**config.mk**
```make
export PLATFORM = sky130hd
export DESIGN_NAME = tx_arbiter
export DESIGN_NICKNAME = d
export VERILOG_FILES = /design/src/rtl/tx_arbiter.sv
export SDC_FILE = /design/constraint.sdc
export NUM_CORES = 1
export LEC_CHECK = 0
export CAP_MARGIN = 20
export CORE_UTILIZATION = 52
export DETAILED_ROUTE_END_ITERATION = 8
export MAX_ROUTING_LAYER = met4
export PLACE_DENSITY_LB_ADDON = 0.3
export SYNTH_ARGS = -nofsm -noshare
export SYNTH_HDL_FRONTEND = slang
export SYNTH_SLANG_ARGS = --single-unit
```
**constraint.sdc**
```tcl
create_clock -name clk -period 5.31 [get_ports clk]
set_input_delay 1.593 -clock clk [delete_from_list [all_inputs] [get_ports clk]]
set_output_delay 1.593 -clock clk [all_outputs]
set_load 0.01 [all_outputs]
```
**src/rtl/tx_arbiter.sv**
```systemverilog
// tx_arbiter: round-robin sharing of the encoder/modulator path among byte sources,
// with start/done sequencing, an inter-frame guard gap and a watchdog abort counter.
module tx_arbiter #(
    parameter  int NUM_REQ    = 4,
    parameter  int DATA_W     = 8,
    parameter  int GAP_CYCLES = 2,
    parameter  int TIMEOUT    = 255,
    localparam int SRC_W      = $clog2(NUM_REQ)
) (
    input  logic                      clk,
    input  logic                      rst,
    input  logic                      en,
    input  logic [NUM_REQ-1:0]        req,
    input  logic [NUM_REQ*DATA_W-1:0] req_data,
    output logic [NUM_REQ-1:0]        gnt,
    output logic                      tx_start,
    output logic [DATA_W-1:0]         tx_data,
    output logic [SRC_W-1:0]          tx_src,
    input  logic                      tx_done,
    output logic                      active,
    output logic                      timeout_err,
    output logic [7:0]                err_cnt
);
    typedef enum logic [1:0] {IDLE, START, BUSY, GAP} state_t;
    state_t              state_q;
    logic [SRC_W-1:0]    ptr_q;
    logic [SRC_W-1:0]    win;
    logic [NUM_REQ-1:0]  gnt_q;
    logic                tx_start_q;
    logic [DATA_W-1:0]   tx_data_q;
    logic [SRC_W-1:0]    tx_src_q;
    logic                active_q;
    logic                timeout_err_q;
    logic [7:0]          err_cnt_q;
    logic [7:0]          timer_q;
    logic [7:0]          timer_d;
    logic [3:0]          gap_q;
    logic [3:0]          gap_d;
    logic                busy_exit;
    int                  idx;
    // Scan from the pointer upward; iterating backwards leaves the first hit in win.
    always_comb begin
        win = '0;
        idx = 0;
        for (int i = NUM_REQ - 1; i >= 0; i--) begin
            idx = int'(ptr_q) + i;
            idx = idx >= NUM_REQ ? idx - NUM_REQ : idx;
            if (req[SRC_W'(idx)]) win = SRC_W'(idx);
        end
    end
    assign timer_d   = timer_q + 8'd1;
    assign gap_d     = gap_q + 4'd1;
    assign busy_exit = tx_done || timer_d == 8'(TIMEOUT);
    always_ff @(posedge clk or negedge rst) begin
        if (!rst) begin
            state_q       <= IDLE;
            ptr_q         <= '0;
            gnt_q         <= '0;
            tx_start_q    <= 1'b0;
            tx_data_q     <= '0;
            tx_src_q      <= '0;
            active_q      <= 1'b0;
            timeout_err_q <= 1'b0;
            err_cnt_q     <= '0;
            timer_q       <= '0;
            gap_q         <= '0;
        end else begin
            gnt_q         <= '0;
            tx_start_q    <= 1'b0;
            timeout_err_q <= 1'b0;
            case (state_q)
                IDLE: if (en && |req) begin
                    state_q    <= START;
                    gnt_q      <= NUM_REQ'(1) << win;
                    tx_start_q <= 1'b1;
                    active_q   <= 1'b1;
                    tx_data_q  <= req_data[int'(win)*DATA_W +: DATA_W];
                    tx_src_q   <= win;
                    ptr_q      <= int'(win) == NUM_REQ - 1 ? '0 : win + 1'b1;
                end
                START: begin
                    state_q <= BUSY;
                    timer_q <= '0;
                end
                BUSY: if (busy_exit) begin
                    // done takes precedence over a coincident timeout
                    state_q  <= GAP_CYCLES == 0 ? IDLE : GAP;
                    active_q <= 1'b0;
                    gap_q    <= '0;
                    if (!tx_done) begin
                        timeout_err_q <= 1'b1;
                        err_cnt_q     <= err_cnt_q == 8'hFF ? err_cnt_q : err_cnt_q + 8'd1;
                    end
                end else begin
                    timer_q <= timer_d;
                end
                GAP: begin
                    gap_q   <= gap_d;
                    state_q <= gap_d == 4'(GAP_CYCLES) ? IDLE : GAP;
                end
                default: state_q <= IDLE;
            endcase
        end
    end
    assign gnt         = gnt_q;
    assign tx_start    = tx_start_q;
    assign tx_data     = tx_data_q;
    assign tx_src      = tx_src_q;
    assign active      = active_q;
    assign timeout_err = timeout_err_q;
    assign err_cnt     = err_cnt_q;
endmodule

```
==> flow_summary.ini, run 1 <==
; synthesis and place-and-route metrics
[setup_path]
critPathKind = in2reg
crit_cells = 7
crit_slowest_cell = o41ai_1
path_cells = clkdlybuf4s50_1 > o41ai_1 > inv_1 > nand2_1 > clkinv_1 > nand2_1 > o221ai_1

[yosys]
muxShareOfSynthArea = 0.0778
edf_count = 0
syn_nets = 278
adder_share = 0.0644
ys_cells = 226
syn_inst = 226
synth-simple-area-share = 0.162
ys.flops = 41

[place]
port_buffers = 64
place_inst = 336
dp_slack_ns = 1.00
place.gp.congestion = 0.891

[power]
leakagePower_nw = 1.40
ir_drop_mv = 0.275
combPwrFrac = 0.449

[hold_path]
holdPathStages = 2
hp-start = tx_src[0]
hold_end = tx_src[0]

[routing]
routed_wl_um = 5410
drt-met1-wl_um = 2420
ant_nets = 0
drt_iter0_markers = 154

[cells_and_area]
comb_share = 0.397
nonClkBufAreaFrac = 0.207
final_cell_mix = clkdlybuf4s50_1 (63), dfrtp_1 (41), nand2_1 (33)

[final_timing]
slew_headroom = 0.403
layout_min_cycle_time_ns = 3.99
hold_viol_final = 0
slew_violations = 0

[cts]
cts.clk_slew.worst_paths_ns = 0.08
postCtsSetupRepairBufs = 0
postCtsHoldBufs = 0
clk_latency_ns = 0.30
cts_resized = 0
ctsRootBufferMaster = clkbuf_8

[grt]
grt_use_met1 = 0.325
grtUsageTotal = 0.251
first_global_vias = 1790
top_usage_layer = met2

[die]
ioPinCount = 65
fp_util = 0.563

[status]
status = complete, no violations
==> run_1/logic_types.png <==
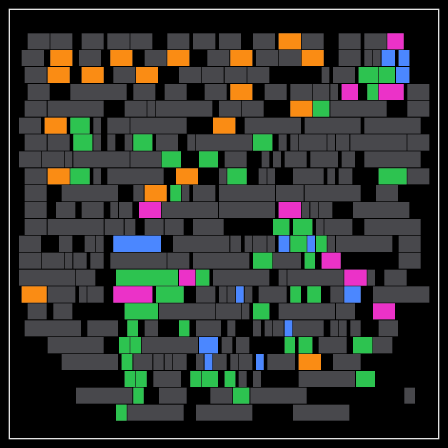
Key: orange = mux cells [cells 18, most used mux2i_1]; blue = nor cells [cells 12, most used nor2_1]; magenta = non-inverting ao/oa cells [cells 10]; green = aoi and oai cells [cells 44, most used o21ai_0]
most frequent logic cell in the layout: clkdlybuf4s50_1
Finished Layout Cells: 344

==> run_1/power_grid.png <==
Pins as bars on the die edge.
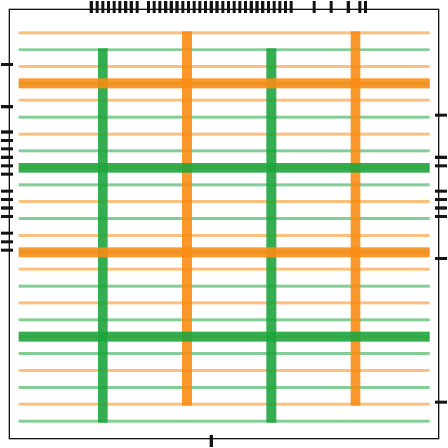
Key: green = VSS; orange = VDD
4 straps on met5. 4 straps on met4. 65 signal pins sit on the boundary. The core has 23 rows.

==> run_1/flops_by_reg.png <==
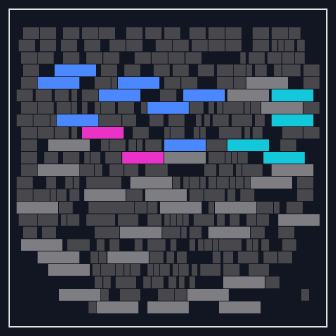
Key: blue = tx_data [flops 8]; cyan = gnt [flops 4, where middle right]; magenta = tx_src [flops 2]
post-layout util: 0.750
Power Sequential: 0.444 mW

==> run_1/clocks.png <==
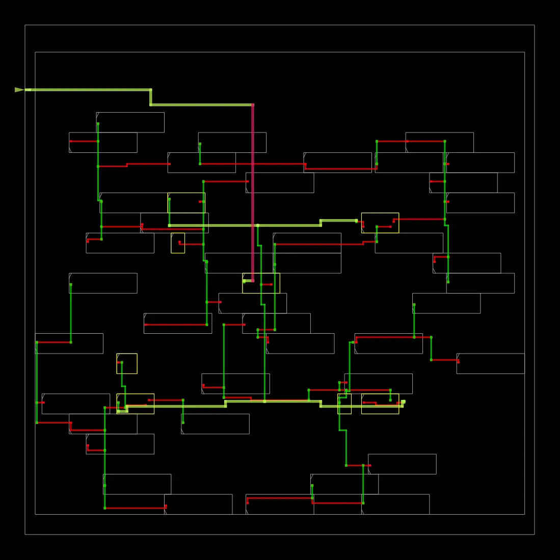
clk_skew: 0.0121 ns
CTS buffer count: 5
FFs & Latches: 41
clock buffers: 5

==> run_1/placement_by_type.png <==
The bar under the picture is 20 um long. Fill, decap, tap and diode cells in gray.
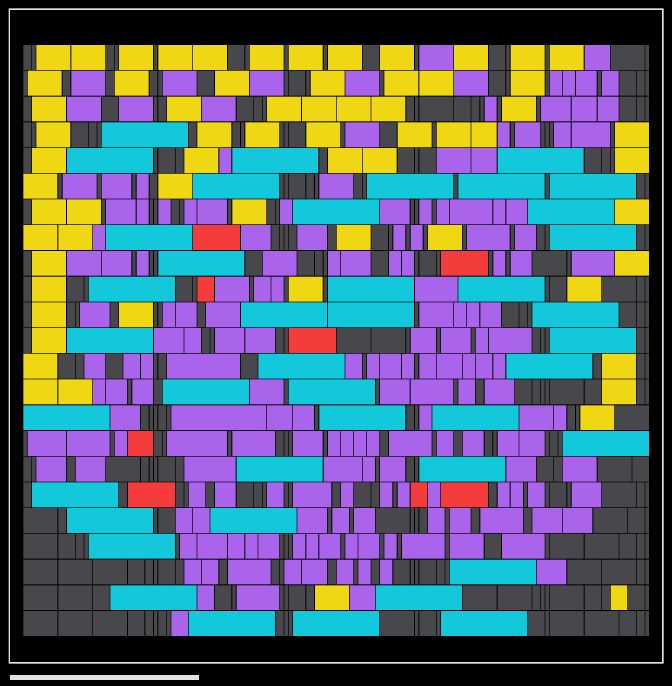

==> inputs of run 2 (changes only) <==
Settings changed: CORE_UTILIZATION 52 to 48.
Clock period 5.31 ns to 3.8 ns, I/O delays scaled along.
==> run_2/placement_by_type.png <==
The bar under the picture is 20 um long. Fill, decap, tap and diode cells in gray.
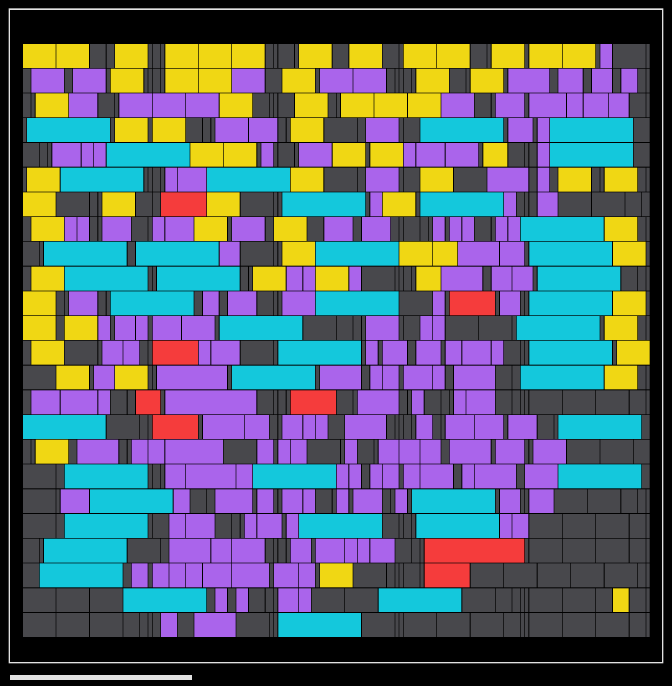
Key: red = clock drivers and dummy loads [cells 8]; purple = combinational and other logic [cells 180]; cyan = sequential cells [cells 41]; yellow = remaining buffers and delay cells [cells 67]
row cnt: 24
post-layout util: 0.701
post-route design area: 3160 um^2
core area: 4500 um^2

==> run_2/clocks.png <==
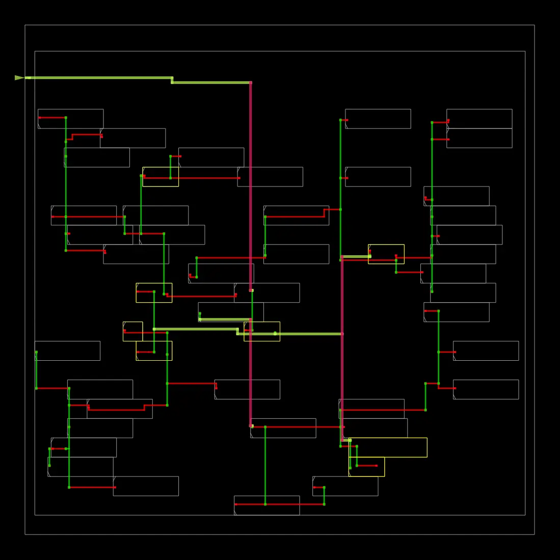
Power Clock: 0.367 mW
clk_skew: 0.00882 ns
Sink Count: 41
clock latency on the worst-skew pair: 0.29 ns
clock buffers: 6

==> run 2 against run 1 <==
Combinational power is 38% higher. Worst setup slack worse by 0.35 ns. Clock skew is 0.0033 ns lower. Count of clock-buffer cells in the layout is 1 higher. Flip-flop count stayed put. Synthesized cell count stayed put. Register-to-register slack worse by 1.5 ns. Utilization is 4.9 points lower. Power is 46% higher. Sequential share of layout area is 0.54 points lower. Hold slack better by 0.012 ns. Cell area is 1.7% higher. Critical path type unchanged.
==> flow_summary.ini, run 2 <==
; synthesis and place-and-route metrics
[status]
status = complete, no violations

[cts]
ctsRootBufferMaster = clkbuf_8
numCtsBuffers = 5
cts_resized = 0
postCtsSetupRepairBufs = 0
postCtsHoldBufs = 0
cts.clk_slew.worst_paths_ns = 0.08

[routing]
ant_nets = 0
drt-met1-wl_um = 2400
routed_wl_um = 5190
drt_iter0_markers = 90

[hold_path]
hp-start = tx_data[2]
hold_end = tx_data[2]
hold_path_class = reg2reg

[grt]
grt_use_met1 = 0.286
grtUsageTotal = 0.224
top_usage_layer = met2

[die]
fp_util = 0.518
ioPinCount = 65

[yosys]
synth.logic.top_family = AND-OR/OR-AND gates
edf_count = 0
ys.flops = 41
ys_cells = 226
syn_inst = 226
synth-simple-area-share = 0.162
muxShareOfSynthArea = 0.0778
syn_nets = 278

[power]
combPwrFrac = 0.426
total_power_mw = 1.71
seqPwrFrac = 0.359
ir_drop_mv = 0.267
leakagePower_nw = 1.42
powerSeq_mw = 0.616

[place]
port_buffers = 64
place.gp.congestion = 0.858
place_inst = 340
dp_slack_ns = 0.642

[setup_path]
path_cells = clkdlybuf4s50_1 > inv_1 > o221a_2 > o22ai_2 > buf_4 > mux2i_1 > o221ai_1
critPathKind = in2reg
crit_slowest_cell = clkdlybuf4s50_1
worstRegToRegCells = 6
r2r_slack_ns = 1.53
crit_cells = 7

[cells_and_area]
seq_cell_count = 41
final_common_cell = clkdlybuf4s50_1
fin_cells = 348
nonClkBufAreaFrac = 0.208
comb_share = 0.390
final_cell_mix = clkdlybuf4s50_1 (63), dfrtp_1 (41), nand2_1 (33)
logic_area_um2 = 1230

[final_timing]
hold_viol_final = 0
slew_headroom = 0.415
layout_min_cycle_time_ns = 2.84
slew_violations = 0
==> run_2/logic_types.png <==
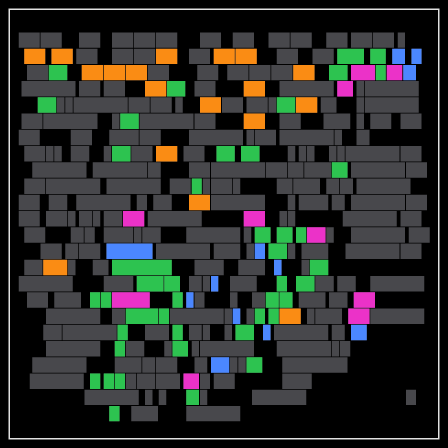

==> inputs of run 3 (changes only) <==
Settings changed: CORE_UTILIZATION 48 to 43.
Clock period 3.8 ns to 2.55 ns, I/O delays scaled along.
==> run_3/logic_types.png <==
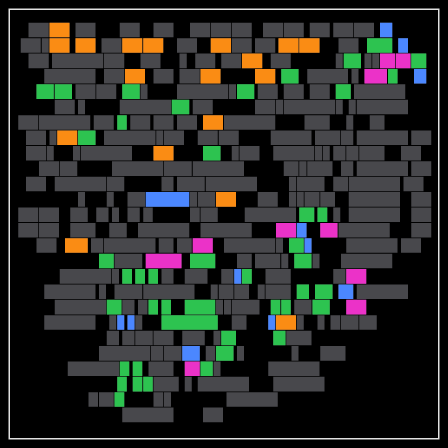
Key: green = aoi and oai cells [cells 44, most used o21ai_0]; magenta = non-inverting ao/oa cells [cells 10]; orange = mux cells [cells 18, most used mux2i_1]; blue = nor cells [cells 12, most used nor2_1, where spread over the die]

==> run_3/detail.png <==
Window x 0 to 50, y 26 to 76 um. Cells in gray, sequential cells in the stronger gray; small squares are vias.
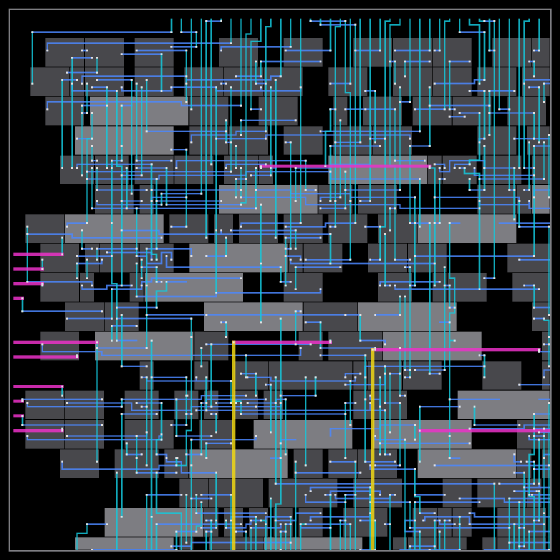
Key: yellow = metal 4; blue = metal 1; magenta = metal 3; cyan = metal 2
148 logic cells have their middle in the window. Sequential cells in the window: 18. Netlist names of flops here include err_cnt (7), tx_data (7), state_q (2). Most frequent: clkdlybuf4s50_1 (47), dfrtp_1 (18), nand2_1 (17).

==> run 3 against run 2 <==
Critical endpoint is now gap_q[3]. Wire length is 3.5% higher. Largest power group unchanged. Register-to-register slack worse by 1.3 ns. Final cell count is 8.0% higher. Die area is 11% higher. Count of clock-buffer cells in the layout stayed put. Via count is 2.5% higher. Clock skew is 0.0022 ns lower. Area after synthesis stayed put. Critical path depth is 1 lower. Flip-flop count stayed put. Utilization is 6.9 points lower. Non-clock buffer count is 11 higher.
==> flow_summary.ini, run 3 <==
; synthesis and place-and-route metrics
[status]
status = complete, no violations

[setup_path]
worstRegToRegCells = 6
crit_slowest_cell = dfrtp_1
path_cells = ha_1 > nand3_2 > or3_4 > a211oi_2 > o22ai_1 > a221o_1

[cells_and_area]
fin_cells = 376
clock_buffers = 6
logic_area_um2 = 1230
final_common_cell = clkdlybuf4s50_1
nonClkBufAreaFrac = 0.238
final_cell_mix = clkdlybuf4s50_1 (63), dfrtp_1 (41), nand2_1 (33)
final_cell_area_um2 = 3270
seq_cell_count = 41
final_core_util = 0.633

[yosys]
syn_inst = 226
ys_cells = 226
synth.logic.top_family = AND-OR/OR-AND gates
syn_nets = 278
ys.flops = 41
edf_count = 0

[grt]
top_usage_layer = met2
first_global_vias = 1834
grt_use_met1 = 0.273
grtUsageTotal = 0.208

[die]
num_rows = 26
ioPinCount = 65
fp_util = 0.451

[power]
pwr.group.clock_mw = 0.436
leakagePower_nw = 1.48
combPwrFrac = 0.463
powerSeq_mw = 0.919

[final_timing]
slew_violations = 0
worst_clock_skew_ns = 0.00662
slew_headroom = 0.564
layout_min_cycle_time_ns = 2.29

[cts]
cts.clk_slew.worst_paths_ns = 0.08
clk_latency_ns = 0.29
postCtsSetupRepairBufs = 0
ctsRootBufferMaster = clkbuf_8
numCtsBuffers = 5

[hold_path]
holdPathStages = 2
hold_end = tx_data[4]
hp-start = tx_data[4]

[routing]
routed_wl_um = 5370
drt-met1-wl_um = 2510

[place]
dp_slack_ns = -0.0566
place_inst = 369
Power is estimated from default activity; no workload was simulated.
